Figure 1. Placement view.
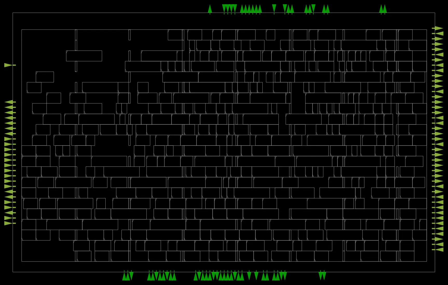
Figure 2. Sizing map.
Scale: 3 px per um.
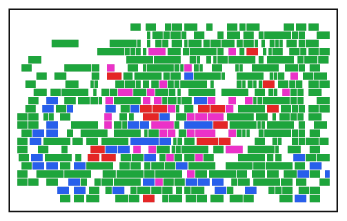
Figure 3. Sequential cells grouped by signal name.
Scale: 4 px per um.
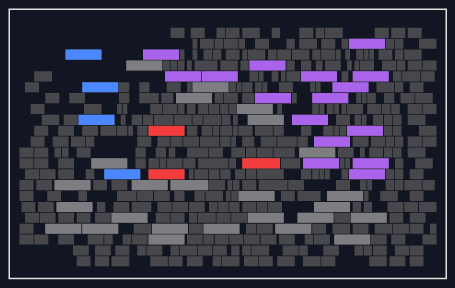
Figure 4. Routed metal per tile.
Scale: 4 px per um. 22 x 13 tiles, from dark purple (low) to yellow (high), scaled to the fullest tile. Values are wire area over tile area, all layers added.
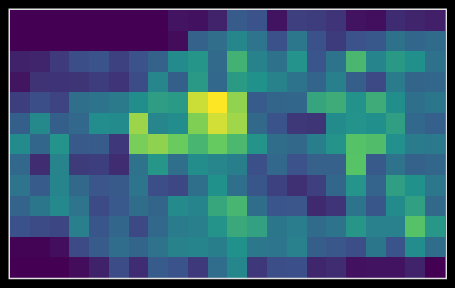
==> src/rtl/reg_file_ctrl_pkg.sv <==
// reg_file_ctrl_pkg
// Shared widths, the controller FSM state type and the requester id type
// used by the register-file sequencing controller, its arbiter and its bus
// interface.
package reg_file_ctrl_pkg;

    localparam int DATA_W   = 16;
    localparam int ADDR_W   = 4;
    localparam int NUM_REGS = 14;

    // Highest implemented address, sized to the address bus so that the
    // range check and the clear counter compare at matching widths.
    localparam logic [ADDR_W-1:0] LAST_ADDR = ADDR_W'(NUM_REGS - 1);

    typedef enum logic [2:0] {
        ST_IDLE  = 3'd0,
        ST_ISSUE = 3'd1,
        ST_WAIT  = 3'd2,
        ST_RESP  = 3'd3,
        ST_CLEAR = 3'd4
    } ctrl_state_e;

    typedef enum logic {
        REQ_A = 1'b0,
        REQ_B = 1'b1
    } req_id_t;

endpackage

==> src/rtl/reg_file_ctrl_if.sv <==
// reg_file_ctrl_if
// Bundles every non-clock/reset signal of the controller:
//   a_req_* / a_rsp_*  requester A valid/ready request and response pulse
//   b_req_* / b_rsp_*  requester B, same set
//   clr_*              clear-sweep start pulse, busy level, done pulse
//   rf_*               single register-file port (registered read data)
// modport slave  : the controller side
// modport master : the requesters / register file side
interface reg_file_ctrl_if;
    import reg_file_ctrl_pkg::*;

    logic              a_req_valid;
    logic              a_req_ready;
    logic              a_req_we;
    logic [ADDR_W-1:0] a_req_addr;
    logic [DATA_W-1:0] a_req_wdata;
    logic              a_rsp_valid;
    logic              a_rsp_err;
    logic [DATA_W-1:0] a_rsp_rdata;

    logic              b_req_valid;
    logic              b_req_ready;
    logic              b_req_we;
    logic [ADDR_W-1:0] b_req_addr;
    logic [DATA_W-1:0] b_req_wdata;
    logic              b_rsp_valid;
    logic              b_rsp_err;
    logic [DATA_W-1:0] b_rsp_rdata;

    logic              clr_start;
    logic              clr_busy;
    logic              clr_done;

    logic              rf_write_en;
    logic              rf_read_en;
    logic [ADDR_W-1:0] rf_addr;
    logic [DATA_W-1:0] rf_data_in;
    logic [DATA_W-1:0] rf_data_out;

    modport slave (
        input  a_req_valid, a_req_we, a_req_addr, a_req_wdata,
        input  b_req_valid, b_req_we, b_req_addr, b_req_wdata,
        input  clr_start, rf_data_out,
        output a_req_ready, a_rsp_valid, a_rsp_err, a_rsp_rdata,
        output b_req_ready, b_rsp_valid, b_rsp_err, b_rsp_rdata,
        output clr_busy, clr_done,
        output rf_write_en, rf_read_en, rf_addr, rf_data_in
    );

    modport master (
        output a_req_valid, a_req_we, a_req_addr, a_req_wdata,
        output b_req_valid, b_req_we, b_req_addr, b_req_wdata,
        output clr_start, rf_data_out,
        input  a_req_ready, a_rsp_valid, a_rsp_err, a_rsp_rdata,
        input  b_req_ready, b_rsp_valid, b_rsp_err, b_rsp_rdata,
        input  clr_busy, clr_done,
        input  rf_write_en, rf_read_en, rf_addr, rf_data_in
    );

endinterface

==> src/rtl/reg_file_ctrl_rr_arbiter2.sv <==
// rr_arbiter2
// Two-way round-robin arbiter.
//   clk, rst   clock, asynchronous active-low reset
//   req[1:0]   request vector (bit 0 = A, bit 1 = B)
//   advance    a grant was taken this cycle; remember who won
//   grant[1:0] one-hot grant, combinational from req and the last winner
module rr_arbiter2
    import reg_file_ctrl_pkg::*;
(
    input  logic       clk,
    input  logic       rst,
    input  logic [1:0] req,
    input  logic       advance,
    output logic [1:0] grant
);

    // 1 = B won the last contention; reset value makes A win first.
    logic last_b_q, last_b_d;

    always_comb begin
        grant = 2'b00;
        case (req)
            2'b01:   grant = 2'b01;
            2'b10:   grant = 2'b10;
            2'b11:   grant = last_b_q ? 2'b01 : 2'b10;
            default: grant = 2'b00;
        endcase
    end

    always_comb begin
        last_b_d = last_b_q;
        if (advance) begin
            last_b_d = grant[1];
        end
    end

    always_ff @(posedge clk or negedge rst) begin
        if (!rst) begin
            last_b_q <= 1'b1;
        end else begin
            last_b_q <= last_b_d;
        end
    end

endmodule

==> src/rtl/reg_file_ctrl.sv <==
// reg_file_ctrl
// Sequencing controller in front of a 16-bit x 14-entry register file.
// Arbitrates two valid/ready requesters round-robin onto the single rf port,
// rejects addresses beyond the last register with an error response, and
// runs a hardware clear sweep that writes zero to every register.
//   clk   clock, rising edge
//   rst   asynchronous active-low reset
//   bus   reg_file_ctrl_if.slave: requester A/B, clear control, rf port
//
// state    | meaning
// ---------+--------------------------------------------------------------
// ST_IDLE  | waiting; clr_start wins over requests, else grant + accept
// ST_ISSUE | drive the rf strobe for the accepted request
// ST_WAIT  | read only: capture the registered rf_data_out
// ST_RESP  | one-cycle response pulse to the granted requester
// ST_CLEAR | write zero to address cnt_q, one register per cycle
module reg_file_ctrl
    import reg_file_ctrl_pkg::*;
(
    input  logic           clk,
    input  logic           rst,
    reg_file_ctrl_if.slave bus
);

    ctrl_state_e       state_q, state_d;
    req_id_t           id_q, id_d;
    logic              we_q, we_d;
    logic              err_q, err_d;
    logic [ADDR_W-1:0] addr_q, addr_d;
    logic [DATA_W-1:0] wdata_q, wdata_d;
    logic [DATA_W-1:0] rdata_q, rdata_d;
    logic [ADDR_W-1:0] cnt_q, cnt_d;
    logic              clr_done_q, clr_done_d;

    logic [1:0]        grant;
    logic              advance;

    rr_arbiter2 u_arb (
        .clk     (clk),
        .rst     (rst),
        .req     ({bus.b_req_valid, bus.a_req_valid}),
        .advance (advance),
        .grant   (grant)
    );

    always_comb begin
        state_d         = state_q;
        id_d            = id_q;
        we_d            = we_q;
        err_d           = err_q;
        addr_d          = addr_q;
        wdata_d         = wdata_q;
        rdata_d         = rdata_q;
        cnt_d           = cnt_q;
        clr_done_d      = 1'b0;
        advance         = 1'b0;

        bus.a_req_ready = 1'b0;
        bus.b_req_ready = 1'b0;
        bus.a_rsp_valid = 1'b0;
        bus.a_rsp_err   = 1'b0;
        bus.a_rsp_rdata = '0;
        bus.b_rsp_valid = 1'b0;
        bus.b_rsp_err   = 1'b0;
        bus.b_rsp_rdata = '0;
        bus.clr_busy    = 1'b0;
        bus.rf_write_en = 1'b0;
        bus.rf_read_en  = 1'b0;
        bus.rf_addr     = '0;
        bus.rf_data_in  = '0;

        case (state_q)
            ST_IDLE: begin
                if (bus.clr_start) begin
                    cnt_d   = '0;
                    state_d = ST_CLEAR;
                end else if (grant != 2'b00) begin
                    advance         = 1'b1;
                    bus.a_req_ready = grant[0];
                    bus.b_req_ready = grant[1];
                    if (grant[1]) begin
                        id_d = REQ_B;
                    end else begin
                        id_d = REQ_A;
                    end
                    we_d    = grant[1] ? bus.b_req_we    : bus.a_req_we;
                    addr_d  = grant[1] ? bus.b_req_addr  : bus.a_req_addr;
                    wdata_d = grant[1] ? bus.b_req_wdata : bus.a_req_wdata;
                    // Cleared here so writes and errors answer with zero data.
                    rdata_d = '0;
                    err_d   = (addr_d > LAST_ADDR);
                    state_d = err_d ? ST_RESP : ST_ISSUE;
                end
            end
            ST_ISSUE: begin
                bus.rf_addr = addr_q;
                if (we_q) begin
                    bus.rf_write_en = 1'b1;
                    bus.rf_data_in  = wdata_q;
                    state_d         = ST_RESP;
                end else begin
                    bus.rf_read_en = 1'b1;
                    state_d        = ST_WAIT;
                end
            end
            ST_WAIT: begin
                rdata_d = bus.rf_data_out;
                state_d = ST_RESP;
            end
            ST_RESP: begin
                if (id_q == REQ_B) begin
                    bus.b_rsp_valid = 1'b1;
                    bus.b_rsp_err   = err_q;
                    bus.b_rsp_rdata = rdata_q;
                end else begin
                    bus.a_rsp_valid = 1'b1;
                    bus.a_rsp_err   = err_q;
                    bus.a_rsp_rdata = rdata_q;
                end
                state_d = ST_IDLE;
            end
            ST_CLEAR: begin
                bus.clr_busy    = 1'b1;
                bus.rf_write_en = 1'b1;
                bus.rf_addr     = cnt_q;
                if (cnt_q == LAST_ADDR) begin
                    clr_done_d = 1'b1;
                    state_d    = ST_IDLE;
                end else begin
                    cnt_d = cnt_q + ADDR_W'(1);
                end
            end
            default: begin
                state_d = ST_IDLE;
            end
        endcase
    end

    // Done is registered so it lands in the first IDLE cycle after the sweep.
    assign bus.clr_done = clr_done_q;

    always_ff @(posedge clk or negedge rst) begin
        if (!rst) begin
            state_q    <= ST_IDLE;
            id_q       <= REQ_A;
            we_q       <= 1'b0;
            err_q      <= 1'b0;
            addr_q     <= '0;
            wdata_q    <= '0;
            rdata_q    <= '0;
            cnt_q      <= '0;
            clr_done_q <= 1'b0;
        end else begin
            state_q    <= state_d;
            id_q       <= id_d;
            we_q       <= we_d;
            err_q      <= err_d;
            addr_q     <= addr_d;
            wdata_q    <= wdata_d;
            rdata_q    <= rdata_d;
            cnt_q      <= cnt_d;
            clr_done_q <= clr_done_d;
        end
    end

endmodule

==> src/flat_wrapper.sv <==
// flat-port wrapper written by rule: the top's interface ports become plain ports
module reg_file_ctrl_flat import reg_file_ctrl_pkg::*;
  (clk, rst, bus_a_req_valid, bus_a_req_we, bus_a_req_addr, bus_a_req_wdata, bus_b_req_valid, bus_b_req_we, bus_b_req_addr, bus_b_req_wdata, bus_clr_start, bus_rf_data_out, bus_a_req_ready, bus_a_rsp_valid, bus_a_rsp_err, bus_a_rsp_rdata, bus_b_req_ready, bus_b_rsp_valid, bus_b_rsp_err, bus_b_rsp_rdata, bus_clr_busy, bus_clr_done, bus_rf_write_en, bus_rf_read_en, bus_rf_addr, bus_rf_data_in);
  reg_file_ctrl_if bus_i ();
  input  logic clk;
  input  logic rst;
  input wire logic [$bits(bus_i.a_req_valid)-1:0] bus_a_req_valid;
  input wire logic [$bits(bus_i.a_req_we)-1:0] bus_a_req_we;
  input wire logic [$bits(bus_i.a_req_addr)-1:0] bus_a_req_addr;
  input wire logic [$bits(bus_i.a_req_wdata)-1:0] bus_a_req_wdata;
  input wire logic [$bits(bus_i.b_req_valid)-1:0] bus_b_req_valid;
  input wire logic [$bits(bus_i.b_req_we)-1:0] bus_b_req_we;
  input wire logic [$bits(bus_i.b_req_addr)-1:0] bus_b_req_addr;
  input wire logic [$bits(bus_i.b_req_wdata)-1:0] bus_b_req_wdata;
  input wire logic [$bits(bus_i.clr_start)-1:0] bus_clr_start;
  input wire logic [$bits(bus_i.rf_data_out)-1:0] bus_rf_data_out;
  output wire logic [$bits(bus_i.a_req_ready)-1:0] bus_a_req_ready;
  output wire logic [$bits(bus_i.a_rsp_valid)-1:0] bus_a_rsp_valid;
  output wire logic [$bits(bus_i.a_rsp_err)-1:0] bus_a_rsp_err;
  output wire logic [$bits(bus_i.a_rsp_rdata)-1:0] bus_a_rsp_rdata;
  output wire logic [$bits(bus_i.b_req_ready)-1:0] bus_b_req_ready;
  output wire logic [$bits(bus_i.b_rsp_valid)-1:0] bus_b_rsp_valid;
  output wire logic [$bits(bus_i.b_rsp_err)-1:0] bus_b_rsp_err;
  output wire logic [$bits(bus_i.b_rsp_rdata)-1:0] bus_b_rsp_rdata;
  output wire logic [$bits(bus_i.clr_busy)-1:0] bus_clr_busy;
  output wire logic [$bits(bus_i.clr_done)-1:0] bus_clr_done;
  output wire logic [$bits(bus_i.rf_write_en)-1:0] bus_rf_write_en;
  output wire logic [$bits(bus_i.rf_read_en)-1:0] bus_rf_read_en;
  output wire logic [$bits(bus_i.rf_addr)-1:0] bus_rf_addr;
  output wire logic [$bits(bus_i.rf_data_in)-1:0] bus_rf_data_in;
  assign bus_i.a_req_valid = bus_a_req_valid;
  assign bus_i.a_req_we = bus_a_req_we;
  assign bus_i.a_req_addr = bus_a_req_addr;
  assign bus_i.a_req_wdata = bus_a_req_wdata;
  assign bus_i.b_req_valid = bus_b_req_valid;
  assign bus_i.b_req_we = bus_b_req_we;
  assign bus_i.b_req_addr = bus_b_req_addr;
  assign bus_i.b_req_wdata = bus_b_req_wdata;
  assign bus_i.clr_start = bus_clr_start;
  assign bus_i.rf_data_out = bus_rf_data_out;
  assign bus_a_req_ready = bus_i.a_req_ready;
  assign bus_a_rsp_valid = bus_i.a_rsp_valid;
  assign bus_a_rsp_err = bus_i.a_rsp_err;
  assign bus_a_rsp_rdata = bus_i.a_rsp_rdata;
  assign bus_b_req_ready = bus_i.b_req_ready;
  assign bus_b_rsp_valid = bus_i.b_rsp_valid;
  assign bus_b_rsp_err = bus_i.b_rsp_err;
  assign bus_b_rsp_rdata = bus_i.b_rsp_rdata;
  assign bus_clr_busy = bus_i.clr_busy;
  assign bus_clr_done = bus_i.clr_done;
  assign bus_rf_write_en = bus_i.rf_write_en;
  assign bus_rf_read_en = bus_i.rf_read_en;
  assign bus_rf_addr = bus_i.rf_addr;
  assign bus_rf_data_in = bus_i.rf_data_in;
  reg_file_ctrl u_core (.clk(clk), .rst(rst), .bus(bus_i));
endmodule
==> config.mk <==
export PLATFORM = sky130hd
export DESIGN_NAME = reg_file_ctrl_flat
export DESIGN_NICKNAME = d
export VERILOG_FILES = /design/src/rtl/reg_file_ctrl_pkg.sv /design/src/rtl/reg_file_ctrl_if.sv /design/src/rtl/reg_file_ctrl_rr_arbiter2.sv /design/src/rtl/reg_file_ctrl.sv /design/src/flat_wrapper.sv
export SDC_FILE = /design/constraint.sdc
export NUM_CORES = 1
export LEC_CHECK = 0
export CAP_MARGIN = 40
export CORE_ASPECT_RATIO = 0.6
export CORE_MARGIN = 2
export CORE_UTILIZATION = 42
export DETAILED_ROUTE_END_ITERATION = 10
export PLACE_DENSITY = 0.81
export SYNTH_ARGS = -nofsm -noshare
export SYNTH_HDL_FRONTEND = slang
export SYNTH_SLANG_ARGS = --single-unit
==> constraint.sdc <==
create_clock -name clk -period 2.2 [get_ports clk]
set_input_delay 0.22 -clock clk [delete_from_list [all_inputs] [get_ports clk]]
set_output_delay 0.22 -clock clk [all_outputs]
set_load 0.005 [all_outputs]
==> results.yml <==
# physical design summary
setup_path:
  path_cells: "buf_6, nor3_4, buf_6, and2_1, clkdlybuf4s50_1"
  worst_path_largest_cell_delay_ns: 0.50
  reg2reg_depth: 7
  crit_arrival_ns: 1.92
die:
  tap_cells: 84
  initCoreUtil_pct: 44.33
logic_synthesis:
  syn_area_per_cell_um2: 10.22
  postSynthSeqShare_pct: 43.41
  synth_nets: 336
  topCellsByArea: "dfrtp_1, mux2_2, and2_1"
  synth.top_cells.by_count: "and2_1, dfrtp_1, nand2_1"
  synth_cell_type_count: 47
  synth-edff-count: 0
  yosys_area_um2: 2770
  async_flop_share_pct: 100.0
  synth_area_um2: 2770
power:
  seq_power_mw: 1.57
  top_power_group: "combinational logic"
  p_clk_mw: 0.539
  fin_total_pwr_mw: 4.200
  pwr-share-clk_pct: 12.8
route:
  drtIter0Drc: 110
  drt.antenna.violating_nets: 0
  vias: 2568
  vias_per_cell: 5.055
  dr.pass1.iters: 4
global_route:
  first_global_vias: 2338
  antenna_found_initial: 0
  track_usage_pct: 20.69
final_timing:
  report.final.slew_viol_count: 0
  setup_viol: 0
  fmax_mhz: 466.9
clock_network:
  cts_tree: "yes"
  cts_buffers: 5
  clk_latency_ns: 0.30
finish:
  clock_area_share_pct: 2.054
  layout_top_cells: "clkdlybuf4s50_1, and2_1, dfrtp_1, nand2_1, dlymetal6s2s_1"
  comb.multi_input.count: 203
  combGateArea_um2: 1496
  dominant_cells: "buffers"
  inverters: 3
placement:
  post-place-ws_ns: 0.1070
  dp_hpwl_um: 5507
  post_dp_cell_area_um2: 4135
run_status:
  status: "complete, no violations"
worst_hold_path:
  hold_class: "input port to async pin"
Notes on Figure 1 above:
fillers: 428
FF+latch count: 48
Post-Layout Cell Count: 508

Notes on Figure 2 above:
| size | color | cells | share |
|---|---|---|---|
| _0 and _1 cells | green | 333 | 79% |
| _3 and _4 cells | magenta | 35 | 8.3% |
| _6 and larger | red | 16 | 3.8% |
| _2 cells | blue | 40 | 9.4% |
setup ws final: 0.05838 ns
area grow syn2layout: 64.91%
bufs w/o clock: 162
Final Cell Area: 4568 um2

Notes on Figure 3 above:
| netlist name | color | flops |
|---|---|---|
| u_core.rdata_q | purple | 16 |
| u_core.state_q | red | 3 |
| u_core.addr_q | blue | 4 |
not colored: 25

Notes on Figure 4 above:
densest ninth of the die: center
fullest tile: 0.54
mean over tiles: 0.18
emptiest ninth of the die: upper left

## repair_timing
action                                  4_1_cts  5_1_grt
resized                                      10       52
setup buffers                                 1       17
hold buffers                                  1        0
hold endpoints to repair                     18        0
cloned                                        0        4
pin swaps                                     0        5
endpoints found under the setup margin       49       54
## layer usage
layer	part of all wire, %	track usage [%]	vias up	wire length [um]
li1	-	-	1233	-
met1	46	28.27	1213	3717
met2	45	32.73	109	3603
met3	8.4	5.577	13	678
met4	1.2	4.968	0	97
met5	0	0	-	0
## path summary, 6_finish.rpt
check / to / start / slack [ns]
worst max-delay path: bus_a_rsp_rdata[0] / u_core.state_q[2] / 0.06
worst min-delay path: u_core.wdata_q[12] / rst / 0.38
worst max register to register: u_core.wdata_q[15] / u_core.state_q[2] / 0.24
worst min register to register: u_core.wdata_q[0] / u_core.wdata_q[0] / 0.48
max in group asynchronous: u_core.u_arb.last_b_q / rst / 1.04
min in group clk: u_core.rdata_q[8] / bus_rf_data_out[8] / 0.47
## critical path: cells and delay by family (launching register included)
kind	cells	cell delay, ns
DFF	1	0.39
buffers and inverters	3	0.83
and+or+nand+nor	2	0.40
## flip-flops by register name (all words and copies together) (netlist names)
signal and cells:
u_core.cnt_q 4, u_core.we_q 1, u_core.state_q 3, u_core.rdata_q 16, u_core.wdata_q 16, u_core.u_arb.last_b_q 1
u_core.bus.clr_done 1, u_core.err_q 1, u_core.id_q 1, u_core.addr_q 4
## kinds of logic (layout without fill, tap and decap cells)
family	count (synthesis)	count (layout)	share of synthesized area, %
multiplexers	46	46	18.70
flip-flops	48	48	43.41
AND-OR/OR-AND	39	39	8.944
adder cells (fa/ha/maj)	2	2	0.9032
XOR/XNOR	1	1	0.3162
AND/OR/NAND/NOR	115	115	23.53
buffers and inverters	20	173	4.200
Power and IR drop assume default switching activity.
